floorplan.png
The bar under the picture is 50 um long. Pins as bars on the die edge.
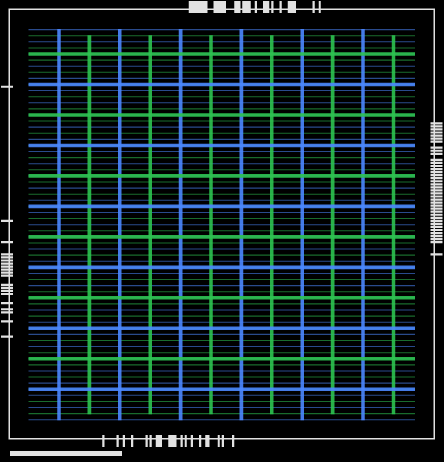
congestion_map.png
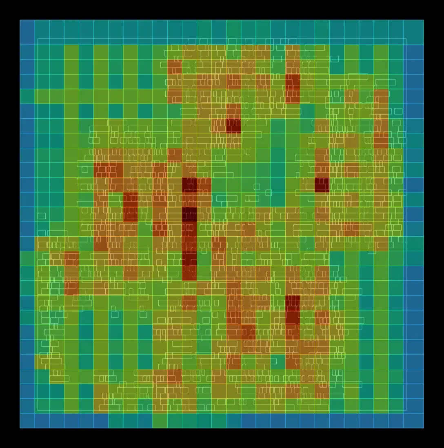
util_map.png
The bar under the picture is 50 um long. 19 x 19 tiles, from black (low) to pale yellow (high), 0 to 100% covered.
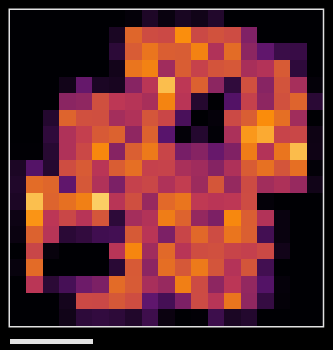
class_map.png
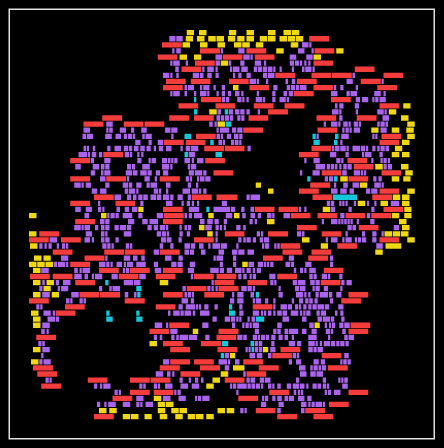
port_trees.png
The bar under the picture is 50 um long.
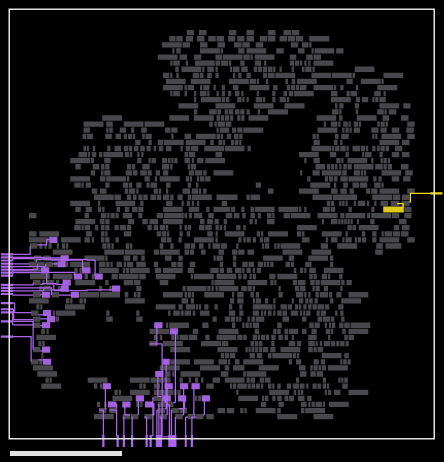
--- src/rtl/prga_streamer_pkg.sv ---
// Shared types and helpers for the PRGA bitstream streamer.
package prga_streamer_pkg;

   // Streamer sequencing states; every transition except LOAD capture
   // happens on a programming-clock fall tick.
   typedef enum logic [2:0] {
      IDLE   = 3'd0,
      RST    = 3'd1,
      LOAD   = 3'd2,
      SHIFT  = 3'd3,
      FINISH = 3'd4,
      DONE   = 3'd5,
      ERROR  = 3'd6
   } state_e;

   // Bit counter must hold the value WORD_WIDTH itself, hence the +1.
   function automatic int bit_cnt_width(input int word_width);
      return $clog2(word_width) + 1;
   endfunction

   localparam int WORD_WIDTH_DEF = 32;
   localparam int BIT_CNT_W      = bit_cnt_width(WORD_WIDTH_DEF);

   // Saturating increment for the 32-bit status counters.
   function automatic logic [31:0] sat_inc(input logic [31:0] v);
      return (v == 32'hFFFF_FFFF) ? v : v + 32'd1;
   endfunction

endpackage

--- src/rtl/prga_prog_clkdiv.sv ---
// Programming clock divider: free-running counter that toggles prog_clk on
// wrap and flags the tb_clk edges on which prog_clk falls or rises.
module prga_prog_clkdiv #(
   parameter int CLK_DIV = 2
) (
   input  logic i_clk,
   input  logic i_rst,
   output logic o_prog_clk,
   output logic o_fall_tick,
   output logic o_rise_tick
);

   localparam int CW = (CLK_DIV > 1) ? $clog2(CLK_DIV) : 1;

   logic [CW-1:0] r_cnt;
   logic          r_prog_clk;
   logic          w_wrap;

   assign w_wrap = (r_cnt == CW'(CLK_DIV - 1));

   // Half-period counter; prog_clk flips each time it wraps.
   always_ff @(posedge i_clk or posedge i_rst) begin
      if (i_rst) begin
         r_cnt      <= '0;
         r_prog_clk <= 1'b0;
      end else if (w_wrap) begin
         r_cnt      <= '0;
         r_prog_clk <= ~r_prog_clk;
      end else begin
         r_cnt <= r_cnt + 1'b1;
      end
   end

   assign o_prog_clk  = r_prog_clk;
   // Asserted during the cycle whose closing edge moves prog_clk 1->0 / 0->1.
   assign o_fall_tick = w_wrap &  r_prog_clk;
   assign o_rise_tick = w_wrap & ~r_prog_clk;

endmodule

--- src/rtl/prga_bitstream_streamer.sv ---
// PRGA bitstream streamer: takes bitstream words over valid/ready and
// shifts them MSB-first into the fabric scan chain on a divided clock.
//
// Handshake: a word transfers on any tb_clk edge where bs_valid && bs_ready.
// bs_ready is high only while waiting for a word (LOAD); bs_data/bs_last
// must be held stable while bs_valid is high and not yet accepted.
module prga_bitstream_streamer
   import prga_streamer_pkg::*;
#(
   parameter int WORD_WIDTH    = WORD_WIDTH_DEF,
   parameter int CLK_DIV       = 2,
   parameter int RST_CYCLES    = 4,
   parameter int DONE_DELAY    = 8,
   parameter int STALL_TIMEOUT = 1024
) (
   input  logic                  tb_clk,
   input  logic                  tb_rst,
   input  logic                  start,
   input  logic [WORD_WIDTH-1:0] bs_data,
   input  logic                  bs_valid,
   input  logic                  bs_last,
   output logic                  bs_ready,
   output logic                  prog_clk,
   output logic                  prog_rst,
   output logic                  prog_we,
   output logic                  prog_din,
   input  logic                  prog_dout,
   input  logic                  prog_we_o,
   output logic                  prog_done,
   output logic                  tb_prog_done,
   output logic                  err,
   output logic [31:0]           bits_sent,
   output logic [31:0]           echo_cnt,
   output state_e                o_dbg_state,
   output logic                  o_tail_dout
);

   localparam int BCW = bit_cnt_width(WORD_WIDTH);

   logic                  w_fall;
   logic                  w_rise;
   logic                  w_prog_clk;
   logic                  w_hs;

   state_e                r_state;
   logic                  r_start_pend;
   logic [WORD_WIDTH-1:0] r_shreg;
   logic [BCW-1:0]        r_bitcnt;
   logic                  r_last;
   logic [31:0]           r_stall;
   logic [31:0]           r_aux;
   logic                  r_prog_rst;
   logic                  r_prog_we;
   logic                  r_prog_din;
   logic                  r_prog_done;
   logic                  r_tb_done;
   logic                  r_err;
   logic [31:0]           r_bits_sent;
   logic [31:0]           r_echo_cnt;
   logic                  r_tail_dout;

   prga_prog_clkdiv #(
      .CLK_DIV (CLK_DIV)
   ) u_clkdiv (
      .i_clk       (tb_clk),
      .i_rst       (tb_rst),
      .o_prog_clk  (w_prog_clk),
      .o_fall_tick (w_fall),
      .o_rise_tick (w_rise)
   );

   // The shift register is empty exactly while we sit in LOAD.
   assign bs_ready = (r_state == LOAD);
   assign w_hs     = bs_valid & bs_ready;

   // Sequencer: fabric-facing outputs change only on fall ticks so they are
   // settled at every prog_clk rise; word capture may happen on any edge.
   always_ff @(posedge tb_clk or posedge tb_rst) begin
      if (tb_rst) begin
         r_state      <= IDLE;
         r_start_pend <= 1'b0;
         r_shreg      <= '0;
         r_bitcnt     <= '0;
         r_last       <= 1'b0;
         r_stall      <= '0;
         r_aux        <= '0;
         r_prog_rst   <= 1'b1;
         r_prog_we    <= 1'b0;
         r_prog_din   <= 1'b0;
         r_prog_done  <= 1'b0;
         r_tb_done    <= 1'b0;
         r_err        <= 1'b0;
         r_bits_sent  <= '0;
         r_echo_cnt   <= '0;
         r_tail_dout  <= 1'b0;
      end else begin
         // Chain-tail monitors, sampled where the fabric samples.
         if (w_rise) begin
            r_tail_dout <= prog_dout;
            if (prog_we_o && (r_state != IDLE)) begin
               r_echo_cnt <= sat_inc(r_echo_cnt);
            end
         end

         case (r_state)
            IDLE: begin
               r_prog_rst <= 1'b1;
               if (start) begin
                  r_start_pend <= 1'b1;
               end
               if (w_fall && (r_start_pend || start)) begin
                  r_start_pend <= 1'b0;
                  r_bits_sent  <= '0;
                  r_echo_cnt   <= '0;
                  r_err        <= 1'b0;
                  r_stall      <= '0;
                  r_aux        <= '0;
                  r_state      <= RST;
               end
            end

            RST: begin
               if (w_fall) begin
                  if (int'(r_aux) + 1 >= RST_CYCLES) begin
                     r_prog_rst <= 1'b0;
                     r_aux      <= '0;
                     r_state    <= LOAD;
                  end else begin
                     r_aux <= r_aux + 32'd1;
                  end
               end
            end

            LOAD: begin
               if (w_hs) begin
                  r_shreg  <= bs_data;
                  r_bitcnt <= BCW'(WORD_WIDTH);
                  r_last   <= bs_last;
                  r_state  <= SHIFT;
               end
               // A word arriving on the fall-tick edge itself still costs this
               // period, but it is not counted as starvation.
               if (w_fall) begin
                  r_prog_we <= 1'b0;
                  if (!w_hs) begin
                     if (int'(r_stall) + 1 >= STALL_TIMEOUT) begin
                        r_err       <= 1'b1;
                        r_prog_done <= 1'b0;
                        r_state     <= ERROR;
                     end else begin
                        r_stall <= r_stall + 32'd1;
                     end
                  end
               end
            end

            SHIFT: begin
               if (w_fall) begin
                  r_prog_we   <= 1'b1;
                  r_prog_din  <= r_shreg[WORD_WIDTH-1];
                  r_shreg     <= {r_shreg[WORD_WIDTH-2:0], 1'b0};
                  r_bits_sent <= sat_inc(r_bits_sent);
                  r_bitcnt    <= r_bitcnt - 1'b1;
                  r_stall     <= '0;
                  if (r_bitcnt == BCW'(1)) begin
                     r_state <= r_last ? FINISH : LOAD;
                  end
               end
            end

            FINISH: begin
               if (w_fall) begin
                  if (!r_prog_done) begin
                     r_prog_we   <= 1'b0;
                     r_prog_done <= 1'b1;
                     r_aux       <= '0;
                     if (DONE_DELAY == 0) begin
                        r_tb_done <= 1'b1;
                        r_state   <= DONE;
                     end
                  end else if (int'(r_aux) + 1 >= DONE_DELAY) begin
                     r_tb_done <= 1'b1;
                     r_state   <= DONE;
                  end else begin
                     r_aux <= r_aux + 32'd1;
                  end
               end
            end

            DONE: begin
               r_prog_we <= 1'b0;
            end

            ERROR: begin
               r_prog_we   <= 1'b0;
               r_err       <= 1'b1;
               r_prog_done <= 1'b0;
            end

            default: begin
               r_state <= IDLE;
            end
         endcase
      end
   end

   assign prog_clk     = w_prog_clk;
   assign prog_rst     = r_prog_rst;
   assign prog_we      = r_prog_we;
   assign prog_din     = r_prog_din;
   assign prog_done    = r_prog_done;
   assign tb_prog_done = r_tb_done;
   assign err          = r_err;
   assign bits_sent    = r_bits_sent;
   assign echo_cnt     = r_echo_cnt;
   assign o_dbg_state  = r_state;
   assign o_tail_dout  = r_tail_dout;

endmodule

--- config.mk ---
export PLATFORM = sky130hd
export DESIGN_NAME = prga_bitstream_streamer
export DESIGN_NICKNAME = d
export VERILOG_FILES = /design/src/rtl/prga_streamer_pkg.sv /design/src/rtl/prga_prog_clkdiv.sv /design/src/rtl/prga_bitstream_streamer.sv
export SDC_FILE = /design/constraint.sdc
export NUM_CORES = 1
export LEC_CHECK = 0
export ABC_AREA = 0
export ABC_CLOCK_PERIOD_IN_PS = 6600
export CAP_MARGIN = 25
export CORE_AREA = 8 8 181 183
export CTS_BUF_LIST = sky130_fd_sc_hd__clkbuf_2
export CTS_CLUSTER_SIZE = 28
export DETAILED_ROUTE_END_ITERATION = 8
export DIE_AREA = 0 0 189 191
export PLACE_DENSITY = 0.63
export SLEW_MARGIN = 20
export SYNTH_ARGS = -nofsm -noshare
export SYNTH_HDL_FRONTEND = slang
export SYNTH_SLANG_ARGS = --single-unit
export TNS_END_PERCENT = 20
--- constraint.sdc ---
create_clock -name tb_clk -period 6.6 [get_ports tb_clk]
set_input_delay 1.98 -clock tb_clk [delete_from_list [all_inputs] [get_ports tb_clk]]
set_output_delay 1.98 -clock tb_clk [all_outputs]
set_load 0.01 [all_outputs]
==> metrics.yaml <==
die:
  rows: 64
  initial_core_util: 0.344
  fp.coreArea_sq_um: 30000
  die_width_um: 189
  die.size.y_um: 191
  chipArea_sq_um: 36100
clock_network:
  numCtsBuffers: 17
  htree_levels: 4
  clkTransAtPathRegs_ps: 260
  root_buffer: "clkbuf_2"
  cts_tree: "built"
  clk_path_buf_depth: 2
  post_cts_buffers: 0
  ctsResizeCount: 0
  clk_latency_ps: 770
  cts.sinks: 180
  cts_hold_buf: 0
drt:
  wire_per_inst_um: 15.7
  via_count: 8940
  drc: 0
  drtAntennaViolNets: 0
setup_path:
  endpoint_kind: "flop"
  crit_slowest_cell: "or4b_4"
  crit_fanout: 38
  r2r_slack_ps: 1820
  critPathTopFamily: "simple AND/OR/NAND/NOR gates"
  path_common_cell: "or4_1"
  path_cells: "ha_1 -> nand3_1 -> or4_1 -> or3_4 -> and2_1 -> or4_1 -> or4b_4 -> nor2_4 -> o31ai_4 -> buf_4 -> nand2b_1 -> o41ai_1"
  crit_arrival_ps: 5450
  cp-start-kind: "flop"
final_layout:
  postLayoutCoreUtil: 0.400
  finalNonFillerCells: 1664
  drive_above_1_share: 0.0576
  final_area_sq_um: 12000
  nets: 1301
  fill_cells: 3020
synth:
  floorplan.nets: 1229
  yosys_cells: 1183
  synthArstFlopShare: 1.00
  ys_ff: 180
  synth-edff-count: 0
  synth_seq_share: 0.437
  ff_type: "dfrtp_1"
  yosysWarnings: 0
  syn_area_sq_um: 10300
  syn_inst: 1183
placed_design:
  portBuffers: 114
  place_congestion: 0.819
  hpwlAfterDp_mm: 18.2
  dp_slack_ps: 1770
  place_area_sq_um: 11800
final_timing:
  finalClockPeriodUsage: 0.724
  setup_slack_ps: 1820
  worst_pin_slew_ps: 880
  clock_skew_ps: 49.8
  relSlewSlack: 0.409
  finalHoldViolCount: 0
  hold_ws_ps: 509
  setup_tns_ps: 0
grt:
  grt_max_degree: 89
  overflow: 0
  grt_antenna_before_repair: 1
  grt_pass1_vias: 8487
  grt_pass1_wl_mm: 43.6
pwr:
  p_leak_uw: 0.00501
  power_uw: 1820
  powerDensity_nw_per_um2: 151
status:
  status: "complete, no violations"
About floorplan.png:
net	colour
VDD	green
VSS	blue
met4 straps	12
met1 rails	65
rows	64

About congestion_map.png:
gr usage total: 0.144
GRT met2 Usage: 0.234
GR peak layer: met2
met1 Usage GRT: 0.197
met3 GRT Util: 0.0266

About util_map.png:
nearly empty tiles	27%
fullest tile	90%
tiles over 75% full	2.5%
mean over tiles	32%
emptiest ninth of the die	upper left

About class_map.png:
class	colour	cells	share of their area
clock drivers and dummy loads	cyan	31	1.9%
registers	red	180	39%
remaining buffers and delay cells	yellow	131	11%
remaining logic cells	purple	925	48%

About port_trees.png:
port	colour	bits	direction	edge	end cells	buffers	wire
bs_data	purple	32	input	17 left, 15 bottom	32	32	813 um
o_tail_dout	yellow	1	output	right	1	1	19.1 um

==> routing by layer <==
layer | routed length [um] | share of wire
met2 | 12300 | 0.47
met5 | 0 | 0
met1 | 12500 | 0.48
met3 | 1040 | 0.040
met4 | 272 | 0.010
==> final cells by class <==
| class | instances | area (sq um) | area share |
|---|---|---|---|
| antenna | 1 | 2.50 | 0.000208 |
| clock buffer | 18 | 90.1 | 0.00749 |
| clock inverter | 13 | 125 | 0.0104 |
| inverter | 26 | 101 | 0.00843 |
| multi-input combinational | 899 | 5410 | 0.450 |
| sequential | 180 | 4510 | 0.375 |
| tap | 396 | 495 | 0.0412 |
| timing repair buffer | 131 | 1290 | 0.108 |
==> layout by cell type (no fill, tap or decap), drive strengths merged, types with 4 or more instances in the layout <==
cell type / n
a21o: 14
a21oi: 34
a22o: 17
a2bb2oi: 10
a31oi: 17
and2: 16
and3: 20
and4: 10
buf: 17
clkbuf: 18
clkdlybuf4s50: 114
clkinv: 5
dfrtp: 179
ha: 7
inv: 30
mux2: 7
mux2i: 35
nand2: 136
nand2b: 12
nand3: 50
nand4: 37
nor2: 120
nor2b: 7
nor3: 32
nor4: 21
o211ai: 4
o21ai: 111
o31ai: 31
o41ai: 8
or2: 6
or3: 25
or4: 12
xnor2: 24
xor2: 38
==> power breakdown <==
group | switching, uW | internal [uW]
registers | 19.2 | 1120
clock network | 415 | 143
logic | 60.8 | 63.4
total | 495 | 1330
==> logic make-up after synthesis <==
group | share of synthesized area
compound gates | 0.171
fa+ha+maj | 0.00849
simple gates | 0.248
flops | 0.437
buf+inv | 0.0424
xor+xnor | 0.0526
mux | 0.0416
==> Yosys cell counts (17+ instances only) <==
cell      number  area, sq um
dfrtp_1      179         4480
nand2_1      136          510
nor2_1       118          443
o21ai_0      109          546
clkbuf_1      55          206
nand3_1       49          245
xor2_1        38          333
nand4_1       36          225
mux2i_1       35          350
a21oi_1       34          170
nor3_1        32          160
o31ai_1       31          233
inv_1         26         97.6
or3_1         24          150
xnor2_1       24          210
and3_1        20          125
nor4_1        20          125
a22o_1        17          149
a31oi_1       17          106
==> final timing paths <==
| path | startpoint | depth (start not counted) | endpoint |
|---|---|---|---|
| min | r_shreg[31] | 2 | r_shreg[31] |
| max in group asynchronous | tb_rst | 3 | r_shreg[29] |
| max reg2reg | r_aux[0] | 12 | r_aux[14] |
| max | r_aux[0] | 12 | r_aux[14] |
| min in group asynchronous | tb_rst | 2 | r_stall[10] |
| min reg2reg | r_shreg[31] | 2 | r_shreg[31] |
==> worst reg2reg max path: stages (launching register included) <==
cell      delay, ps
dfrtp_1         520
ha_1            310
nand3_1         270
or4_1           490
or3_4           420
and2_1          180
or4_1           430
or4b_4          570
nor2_4          190
o31ai_4          90
buf_4           300
nand2b_1        530
o41ai_1         390
==> flip-flops by register name, indices dropped and copies added, names as in the netlist, 3 cells and up <==
signal	cells
r_bitcnt	6
o_dbg_state	3
bits_sent	32
r_stall	32
echo_cnt	32
r_shreg	32
r_aux	32
Power and IR drop assume default switching activity.
